--- config.mk ---
export PLATFORM = sky130hd
export DESIGN_NAME = grf_dump_reader
export DESIGN_NICKNAME = d
export VERILOG_FILES = /design/src/rtl/grf_dump_reader.sv
export SDC_FILE = /design/constraint.sdc
export NUM_CORES = 1
export LEC_CHECK = 0
export CAP_MARGIN = 20
export CORE_AREA = 4 4 75 77
export CTS_CLUSTER_SIZE = 25
export DETAILED_ROUTE_END_ITERATION = 8
export DIE_AREA = 0 0 79 81
export GPL_TIMING_DRIVEN = 0
export HOLD_SLACK_MARGIN = 0.02
export PLACE_DENSITY_LB_ADDON = 0.08
export SLEW_MARGIN = 5
export SYNTH_ARGS = -nofsm -noshare
export SYNTH_HDL_FRONTEND = slang
export SYNTH_SLANG_ARGS = --single-unit
--- constraint.sdc ---
create_clock -name clk -period 2.29 [get_ports clk]
set_input_delay 0.687 -clock clk [delete_from_list [all_inputs] [get_ports clk]]
set_output_delay 0.687 -clock clk [all_outputs]
set_load 0.1 [all_outputs]
--- src/rtl/grf_dump_reader.sv ---
// Purpose : walk GRF[FIRST_REG..LAST_REG] through one read port and stream {idx, data} words.
// Latency : first word valid 1 cycle after start is sampled; N words + 2 cycles start-to-done.
// Backpress: dump_valid/dump_ready; an unaccepted word and the read pointer hold until accepted.
//
// Ports:
//   clk, reset        system clock, asynchronous active-high reset
//   start, abort      begin a dump (IDLE only) / cancel a dump (any non-IDLE state)
//   rd_addr, rd_data  GRF read port; rd_data is a combinational response to rd_addr
//   freeze            high in FILL and STREAM; the CPU must not commit GRF writes
//   busy, done        busy while not IDLE; done is a one-cycle pulse after the final handshake
//   dump_*            output word stream: valid/ready, GRF index, GRF value, last-word flag
module grf_dump_reader #(
    parameter int FIRST_REG = 0,
    parameter int LAST_REG  = 31
) (
    input  logic        clk,
    input  logic        reset,
    input  logic        start,
    input  logic        abort,
    output logic [4:0]  rd_addr,
    input  logic [31:0] rd_data,
    output logic        freeze,
    output logic        busy,
    output logic        done,
    output logic        dump_valid,
    input  logic        dump_ready,
    output logic [4:0]  dump_idx,
    output logic [31:0] dump_data,
    output logic        dump_last
);

    localparam logic [4:0] FIRST_IDX = 5'(FIRST_REG);
    localparam logic [4:0] LAST_IDX  = 5'(LAST_REG);

    typedef enum logic [1:0] {
        IDLE   = 2'd0,
        FILL   = 2'd1,
        STREAM = 2'd2,
        DONE   = 2'd3
    } state_t;

    state_t      state;
    state_t      state_nxt;
    logic [4:0]  ptr;
    logic [4:0]  ptr_nxt;
    logic        valid_nxt;
    logic        last_nxt;
    logic [4:0]  idx_nxt;
    logic [31:0] data_nxt;
    logic        load;
    logic        handshake;

    assign handshake = dump_valid && dump_ready;

    always_comb begin
        state_nxt = state;
        ptr_nxt   = ptr;
        valid_nxt = dump_valid;
        last_nxt  = dump_last;
        idx_nxt   = dump_idx;
        data_nxt  = dump_data;
        load      = 1'b0;

        case (state)
            IDLE: begin
                if (start) begin
                    state_nxt = FILL;
                    ptr_nxt   = FIRST_IDX;
                end
            end
            FILL: begin
                load      = 1'b1;
                state_nxt = STREAM;
            end
            STREAM: begin
                if (handshake) begin
                    if (dump_last) begin
                        valid_nxt = 1'b0;
                        state_nxt = DONE;
                    end else begin
                        // Reload in the handshake edge so back-to-back words need no bubble.
                        load = 1'b1;
                    end
                end
            end
            DONE: begin
                state_nxt = IDLE;
            end
            default: begin
                state_nxt = IDLE;
            end
        endcase

        // Abort beats a simultaneous handshake; the held word is dropped, no done pulse.
        if (abort && (state != IDLE)) begin
            load      = 1'b0;
            state_nxt = IDLE;
            valid_nxt = 1'b0;
            last_nxt  = 1'b0;
        end

        // rd_data is sampled only here, so a same-cycle forwarded GRF write is captured.
        if (load) begin
            data_nxt  = rd_data;
            idx_nxt   = ptr;
            last_nxt  = (ptr == LAST_IDX);
            valid_nxt = 1'b1;
            // 5-bit wrap past index 31 is harmless: no load follows the last word.
            ptr_nxt   = ptr + 5'd1;
        end
    end

    always_ff @(posedge clk or posedge reset) begin
        if (reset) begin
            state      <= IDLE;
            ptr        <= 5'd0;
            dump_valid <= 1'b0;
            dump_last  <= 1'b0;
            dump_idx   <= 5'd0;
            dump_data  <= 32'd0;
        end else begin
            state      <= state_nxt;
            ptr        <= ptr_nxt;
            dump_valid <= valid_nxt;
            dump_last  <= last_nxt;
            dump_idx   <= idx_nxt;
            dump_data  <= data_nxt;
        end
    end

    assign rd_addr = ptr;
    assign freeze  = (state == FILL) || (state == STREAM);
    assign busy    = (state != IDLE);
    assign done    = (state == DONE);

endmodule

Figure 1. Pin placement.
Drawn at 4 px/um. Pins as bars across the die edge, other pins in gray.
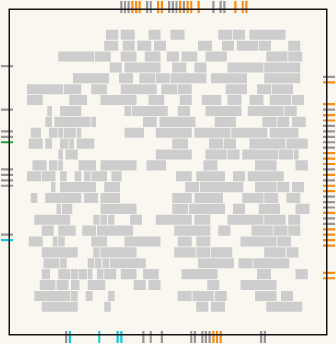
- cyan: rd_addr (pins 5; direction output; edge 4 south, 1 west)
- orange: dump_data (pins 32; direction output; edge 17 east, 12 north, 3 south)
- green: abort (pins 1; direction input; edge west)
- all pins by edge: 31 east, 24 north, 18 south, 11 west

==> results_dict.tcl <==
# yosys + openroad results
set metrics [dict create \
    relSlewSlack_pct 34.7 \
    vias 1365 \
    nets 268 \
    rr_endpoint "dump_data[22]" \
    io_buffers 83 \
    root_buffer "clkbuf_8" \
    cts_sinks 46 \
    fp_util_pct 40.2 \
    numSynthFlops 46 \
    cap_violations 0 \
    critPathSlowestCell "clkdlybuf4s15_1" \
    fmax_mhz 449 \
    clock_path_buffers 2 \
    row_count 26 \
    n_fill_cell 434 \
    worst_hold_slack_ps 504 \
    cpPeakStageDelay_ps 850 \
    crit_path_end_kind "output pin" \
    status "completed" \
    dieWidth_um 79 \
    comb_area_um2 771 \
    clk_pin_slew_worst_paths_ps 80 \
    placed_area_um2 2960 \
    drive_gt1_share_pct 27.9 \
    skew_ps 2.77 \
    stdcell_area_um2 2990 \
    syn-mean-instance-area_um2 15.0 \
    cp.required_ps 1600 \
    die_area_um2 6400 \
    syn_nets 177 \
    wl_per_cell_um 14.9 \
    grt_pass1_wl_mm 7.20 \
    first_global_vias 1470 \
    ys_warn_count 0 \
    routed_via_density 4.61 \
    reg2reg_slack_ps 360 \
    syn_area_um2 2020 \
    cp_top_family "buffers and inverters" \
    drcViolationCount 0 \
    hold_path_end "dump_idx[2]" \
    place_congestion 0.799 \
]
Figure 2. Routed metal, one color a layer.
Drawn at 3 px/um.
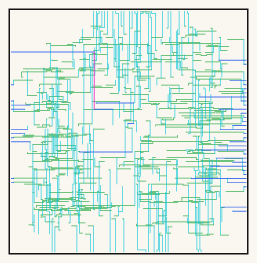
- magenta: metal 4 (wire length 19.0 um)
- green: metal 1 (wire length 1,870 um)
- cyan: metal 2 (wire length 2,270 um)
- blue: metal 3 (wire length 253 um)

[state kept, by name (all words and copies together), names as in the netlist]
name        count
dump_valid      1
dump_idx        5
dump_data      32
rd_addr         5
state           2
dump_last       1
[cells by family after synthesis]
| kind of cell | count (synthesis) | share of synthesized area, % |
|---|---|---|
| AND/OR/NAND/NOR | 19 | 5.03 |
| flip-flops | 46 | 57.1 |
| buffers and inverters | 12 | 4.78 |
| AND-OR/OR-AND | 12 | 4.03 |
| multiplexers | 38 | 24.9 |
| XOR/XNOR | 1 | 0.435 |
| adder cells (fa/ha/maj) | 6 | 3.72 |
[how the worst max path moves through the flow]
stage	start	slack, ps	depth (start not counted)	endpoint
final	dump_valid	60	1	dump_valid
after global routing	dump_valid	3	1	dump_valid
after CTS	rd_addr[0]	7	1	rd_addr[0]
after detailed placement	state[0]	-380	3	freeze
after global placement	state[0]	-350	3	freeze
after floorplan	dump_last	160	5	dump_data[10]
[layout make-up]
| cell class | count | share of cell area [%] |
|---|---|---|
| well taps | 70 | 2.93 |
| clock inverters | 3 | 1.34 |
| multi-input cells | 76 | 25.8 |
| repair buffers | 84 | 25.9 |
| flip-flops and latches | 46 | 38.5 |
| clock buffers | 5 | 2.30 |
| inverters | 7 | 0.879 |
| plain buffers | 5 | 2.35 |
[what timing repair did]
| item | in CTS | in global routing |
|---|---|---|
| buffers inserted | 0 | 0 |
| endpoints found under the setup margin | 47 | 7 |
| gates resized | 61 | 9 |
[through the flow]
stage	TNS [ps]	util [%]	std cells
after global routing	0	59.6	296
after CTS	0	60.0	296
after floorplan	0	-	134
final	0	59.6	296
after detailed placement	-1440	59.0	288
after global placement	-15740	58.6	287
[cells in the mapped netlist]
cell      instances  area (um^2)
xor2_1            1         8.76
o21ai_0           5         25.0
mux2i_1           1         10.0
mux2_2           17          191
nand2b_1          4         25.0
buf_12            2         40.0
a21oi_1           2         10.0
dfrtp_1          46         1150
nor2b_1           1         6.26
mux2_4           20          300
a31o_1            1         8.76
buf_6             2         22.5
nor2_1            4         15.0
a31o_2            1         8.76
o211ai_2          1         12.5
a32oi_1           1         8.76
and3_1            1         6.26
a22oi_1           1         7.51
ha_1              6         75.1
inv_1             7         26.3
and4b_1           1         10.0
nand2_1           1         3.75
buf_4             1         7.51
nand3_1           7         35.0
[metal layers]
metal	GRT usage (%)	routed length [um]
met1	17.9	1870
met2	25.7	2270
met3	3.22	252
met4	3.61	19
met5	0	0
